### src/rtl/dpwm_multicanal.sv
// Multi-channel DPWM: one shared prescaler and period counter feeding CHANNELS duty
// comparators, with double-buffered period/duty and an optional per-period soft-start ramp.
module dpwm_multicanal #(
   parameter int CHANNELS = 4,
   parameter int WIDTH    = 8,
   parameter int PRESC_W  = 6,
   parameter int STEP_W   = 4,
   localparam int CH_W    = (CHANNELS > 1) ? $clog2(CHANNELS) : 1
) (
   input  logic                clk,
   input  logic                rst,
   input  logic [PRESC_W-1:0]  presc,
   input  logic                per_wr,
   input  logic [WIDTH-1:0]    per_val,
   input  logic                duty_wr,
   input  logic [CH_W-1:0]     duty_ch,
   input  logic [WIDTH-1:0]    duty_val,
   input  logic                ramp_en,
   input  logic [STEP_W-1:0]   ramp_step,
   output logic [CHANNELS-1:0] pwm_out,
   output logic                sync,
   output logic [CHANNELS-1:0] ramping
);

   // Write strobes are single-cycle and always accepted (no back-pressure); they only
   // touch the shadow registers, which are copied to the active set at a period boundary.

   logic [PRESC_W-1:0] presc_cnt;
   logic               tick;
   logic               boundary;
   logic [WIDTH-1:0]   cnt;
   logic [WIDTH-1:0]   per_sh;
   logic [WIDTH-1:0]   per_act;
   logic [WIDTH-1:0]   step_ext;
   logic [WIDTH-1:0]   duty_sh  [CHANNELS];
   logic [WIDTH-1:0]   duty_act [CHANNELS];
   logic [WIDTH-1:0]   duty_nxt [CHANNELS];

   // >= rather than == so a live shrink of presc below the running count wraps at once
   assign tick     = (presc_cnt >= presc);
   assign boundary = tick && (cnt == per_act);
   assign step_ext = (ramp_step == '0) ? WIDTH'(1) : WIDTH'(ramp_step);

   always_comb begin
      for (int i = 0; i < CHANNELS; i++) begin
         duty_nxt[i] = duty_act[i];
         if (!ramp_en) begin
            duty_nxt[i] = duty_sh[i];
         end else if (duty_act[i] < duty_sh[i]) begin
            if ((duty_sh[i] - duty_act[i]) <= step_ext) duty_nxt[i] = duty_sh[i];
            else                                        duty_nxt[i] = duty_act[i] + step_ext;
         end else if (duty_act[i] > duty_sh[i]) begin
            if ((duty_act[i] - duty_sh[i]) <= step_ext) duty_nxt[i] = duty_sh[i];
            else                                        duty_nxt[i] = duty_act[i] - step_ext;
         end
      end
   end

   always_ff @(posedge clk or posedge rst) begin
      if (rst) begin
         presc_cnt <= '0;
         cnt       <= '0;
         per_act   <= '1;
         sync      <= 1'b0;
      end else begin
         presc_cnt <= tick ? '0 : presc_cnt + 1'b1;
         if (tick) cnt <= (cnt == per_act) ? '0 : cnt + 1'b1;
         if (boundary) per_act <= per_sh;
         sync <= boundary;
      end
   end

   always_ff @(posedge clk or posedge rst) begin
      if (rst) begin
         per_sh <= '1;
         for (int i = 0; i < CHANNELS; i++) duty_sh[i] <= '0;
      end else begin
         if (per_wr) per_sh <= per_val;
         for (int i = 0; i < CHANNELS; i++) begin
            if (duty_wr && (int'(duty_ch) == i)) duty_sh[i] <= duty_val;
         end
      end
   end

   // Compare against the registered cnt, so pwm_out trails the counter by one clk
   always_ff @(posedge clk or posedge rst) begin
      if (rst) begin
         pwm_out <= '0;
         ramping <= '0;
         for (int i = 0; i < CHANNELS; i++) duty_act[i] <= '0;
      end else begin
         for (int i = 0; i < CHANNELS; i++) begin
            if (boundary) duty_act[i] <= duty_nxt[i];
            pwm_out[i] <= (cnt < duty_act[i]);
            ramping[i] <= (duty_act[i] != duty_sh[i]);
         end
      end
   end

endmodule

### config.mk
export PLATFORM = sky130hd
export DESIGN_NAME = dpwm_multicanal
export DESIGN_NICKNAME = d
export VERILOG_FILES = /design/src/rtl/dpwm_multicanal.sv
export SDC_FILE = /design/constraint.sdc
export NUM_CORES = 1
export LEC_CHECK = 0
export CAP_MARGIN = 5
export CORE_MARGIN = 2
export CORE_UTILIZATION = 57
export DETAILED_ROUTE_END_ITERATION = 10
export PLACE_DENSITY = 0.78
export SYNTH_ARGS = -nofsm -noshare
export SYNTH_HDL_FRONTEND = slang
export SYNTH_SLANG_ARGS = --single-unit
### constraint.sdc
create_clock -name clk -period 3.38 [get_ports clk]
set_input_delay 0.676 -clock clk [delete_from_list [all_inputs] [get_ports clk]]
set_output_delay 0.676 -clock clk [all_outputs]
set_load 0.01 [all_outputs]
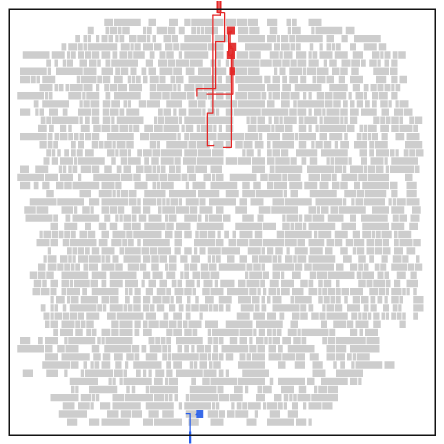
Fig. 1. I/O nets highlighted.
Drawn at 3 px/um.
duty_ch: in red, bits 2, direction input, end cells 4, buffers 2, wire 169 um. rst: in blue, bits 1, direction input, end cells 1, buffers 1, wire 8.80 um.

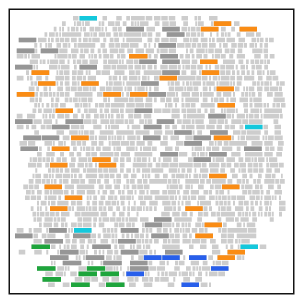
Fig. 2. Register map, names as in the netlist.
Drawn at 2 px/um.
per_sh: in green, flops 8, where bottom left. ramping: in cyan, flops 4. duty_act: in orange, flops 32. presc_cnt: in blue, flops 6, where bottom middle.
Another 53 sequential cells are not coloured.

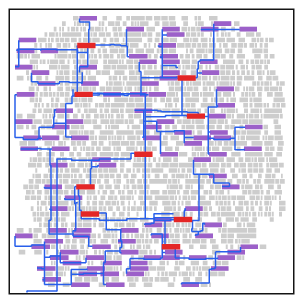
Fig. 3. Routed clock nets over the placement.
Drawn at 2 px/um.
clock drivers: in red, count 9. flip-flops: in purple, count 103. clock wires: in blue, length 1570 um.
There are 10 routed clock nets.
final clock skew: 0.0113 ns
total clock network power: 1.08 mW
clock insertion delay at the later pin of the skew report: 0.37 ns

==> design notes <==
In the floorplan report the effective utilization is 57.8%. After the last flow step, the layout net total stands at 1645. The region available for standard cell placement spans 18600 um2. Entering global routing, the biggest net connects 44 pins. The clock tree synthesis step divided the H-tree into 3 levels. The run gives 0 as the number of hold buffers added after cts. The checks that failed: setup timing. STA shows the worst reg2reg path with a cell count of 15. The overall die width was 141 um.

Per the CTS log, the root buffer master is sky130_fd_sc_hd__clkbuf_16. The synthesized netlist devotes 4.23% of its cell area to XOR and XNOR gates. The startpoint of the worst-slack reg-to-reg timing path is duty_sh[17]. The number of clock sinks came to 103. The run finished, with violations left. The number of global-route vias before repair was 10479. Maximum frequency from static timing analysis: 0.267 GHz. Recorded from the global router log, the overflow total was 0.

The vertical die dimension reported for this design is 141 um. The CTS report gives the tree buffer count as 9. The number of placed instances, taps included, is 1646. For the number of antenna-violating nets in the routed design, the log shows 0. The library cells used most frequently in the layout, excluding fill and tap cells, are sky130_fd_sc_hd__buf_4, sky130_fd_sc_hd__ha_1, sky130_fd_sc_hd__inv_1.

The synthesized cell area was 10800 um2. The type of element capturing the critical path is a register. Kind of path behind the tightest hold check: reg2reg. The run gives -0.367 ns as the worst path setup slack after routing. The number of cells reported by Yosys stat comes to 1271. Looking at the critical path, the highest net fanout was 5. Summing the areas of all fa, ha and maj instances in the mapped netlist gives 20.8% of the synthesized area. For this run, the number of standard cells in the final layout without fillers is 1683.

The first global-routing pass estimated 52.7 mm of wire. At floorplan, the net count of the design was reported as 1472. Per STA, the worst path is made up of inv_2 -> ha_4 -> nor2b_4 -> o21a_1 -> nor2_1 -> xnor2_1 -> ha_1 -> nand2_1 -> or3b_1 -> a211o_1 -> a311o_1 -> or4_4 -> mux2_4 -> o32ai_2 -> nor3_1. Per the detail_route report, the via count comes to 10676.

A synthesized cell averages 8.47 um2. The run gives 23.3% for the layout overhead on the synthesized area. Of all flip-flops after synthesis, the portion carrying an async set or reset was 100%. The count of fill cells added during filler insertion was 1411; the wire length reported by the detailed router was 33.7 mm.

The worst hold path cell count works out to 2. The logs give 0.966 for the last weighted congestion value of the routability-driven placer and -0.37 ns for the setup slack of the most critical reg-to-reg path. The worst register-to-register path ends at duty_act[22]. The average wire per standard cell is 20.0 um. The area used by sequential logic in the layout was 2600 um2. The final period demand of the worst path works out to 3.75 ns. Counting pins that exceed their max-slew limit in the final report gives 0. The synthesis report lists the Yosys warning total as 0. The simple-gate share of the synthesized area is 16.3%.

The pin slew with the least headroom to its limit is 1.11 ns, and the total die size is 20000 um2. The required time at the worst endpoint is listed as 3.63 ns. The violation tally recorded at the end of detailed-routing iteration 0 is 1051. The deepest clock path buffer count is 2, and the maximum VDD drop is 0.453 mV. The count of input and output buffers works out to 41.

Looking at hold timing, the worst path starts from per_sh[4]. For this design, the slowest cell found on the critical path is sky130_fd_sc_hd__or4_4. The via-per-instance ratio is 6.34. The logs give 6.21 nW for the leakage dissipation and 33.2% for the overall global routing resource usage. Register bit total from synthesis: 103. Per the slew report, the remaining headroom to the max-slew limit stands at 24.7%. The floorplan report gives the top-level pin count as 42. The kind of start point of the critical path is a register. In the routed design, unresolved DRC markers number 0. The tally of OpenROAD warnings was 73. Clock-pin slew was measured on the worst setup and hold paths at 0.08 ns.

Yosys reports a chip area of 10800 um2. With the placed wire-length estimate at 25.0 mm, the combinational gate area is 7900 um2. In this run the maximum-capacitance check reported violations numbering 0. Of the cells placed in the final design, the portion with a size suffix greater than 1 is 21.9%.

Counting only logic cells after layout, the most numerous master is sky130_fd_sc_hd__buf_4. From the final report, the count of setup violators was given as 8. In this design, the largest share of critical-path delay is due to simple AND/OR/NAND/NOR gates. The combined buffer and inverter count along the critical path came out at 1.
[layout make-up]
| type | count | share of cell area (%) |
|---|---|---|
| clock inverter | 6 | 0.367 |
| tap | 234 | 2.20 |
| sequential | 103 | 19.6 |
| clock buffer | 10 | 1.80 |
| timing repair buffer | 209 | 13.0 |
| inverter | 127 | 3.63 |
| multi-input combinational | 994 | 59.4 |
[kinds of logic (layout without fill, tap and decap cells)]
| logic type | Yosys count | after routing |
|---|---|---|
| buffers and inverters | 174 | 352 |
| adder cells (fa/ha/maj) | 170 | 170 |
| flip-flops | 103 | 103 |
| XOR/XNOR | 52 | 52 |
| AND/OR/NAND/NOR | 346 | 346 |
| multiplexers | 44 | 44 |
| AND-OR/OR-AND | 382 | 382 |
[synthesized netlist by cell type (all sizes together) (12+ instances only)]
master	instances	area, um2
o211ai	15	113
xnor2	40	350
o21a	23	173
o21ai	74	370
nor2	69	259
o21bai	12	90.1
nor3	21	105
dfstp	16	420
dfrtp	87	2180
a21oi	84	420
nand3	35	175
and3	17	106
nor2b	24	158
o22ai	12	75.1
mux2	36	405
inv	126	473
clkbuf	42	158
fa	16	320
ha	152	1900
nand4	19	119
or3	12	75.1
a21o	47	353
xor2	12	105
nand2b	17	114
a211oi	15	113
nand2	88	330
[report_power, final]
group / switching, mW / internal [mW]
sequential: 0.441 / 1.66
clock: 0.542 / 0.533
combinational: 5.32 / 4.56
[through the flow]
step | hold WS [ns] | util [%] | instance area, um2 | setup WS (ns) | TNS, ns
6_report | 0.451 | 71.3 | 13300 | -0.367 | -2.31
5_1_grt | 0.472 | 71.3 | 13300 | -0.483 | -4.18
4_1_cts | 0.456 | 69.2 | 12900 | -0.333 | -2.19
3_5_place_dp | 0.442 | 66.7 | 12400 | -0.807 | -19.59
3_3_place_gp | 0.438 | 66.7 | 12400 | -0.751 | -17.96
2_1_floorplan | 0.433 | - | 10800 | -0.354 | -2.25
[state kept, by name, summed over array words and instances, names as in the netlist, 4 cells and up]
| register | cells |
|---|---|
| pwm_out | 4 |
| ramping | 4 |
| per_act | 8 |
| per_sh | 8 |
| duty_act | 32 |
| duty_sh | 32 |
| cnt | 8 |
| presc_cnt | 6 |
[worst max path at each step]
stage                       startpoint  cells after the start  slack [ns]            to
after CTS                  duty_sh[17]                     15       -0.33  duty_act[22]
final                      duty_sh[17]                     15       -0.37  duty_act[22]
after global placement    ramp_step[1]                     13       -0.75   duty_act[6]
after global routing       duty_sh[17]                     15       -0.48  duty_act[22]
after floorplan           ramp_step[1]                     11       -0.35  duty_act[22]
after detailed placement  ramp_step[1]                     13       -0.81   duty_act[6]
[metal layers]
layer	vias to the layer above	track usage (%)	part of all wire [%]
li1	4952	-	-
met1	5103	42.7	40
met2	485	54.2	46
met3	136	4.86	7.6
met4	0	18.1	6.0
met5	-	0	0
[what timing repair did]
action / in CTS / in global routing
pin swaps: 10 / 37
buffers inserted: 9 / 12
resized: 24 / 73
setup endpoints to repair: 32 / 32
Power and IR drop assume default switching activity.
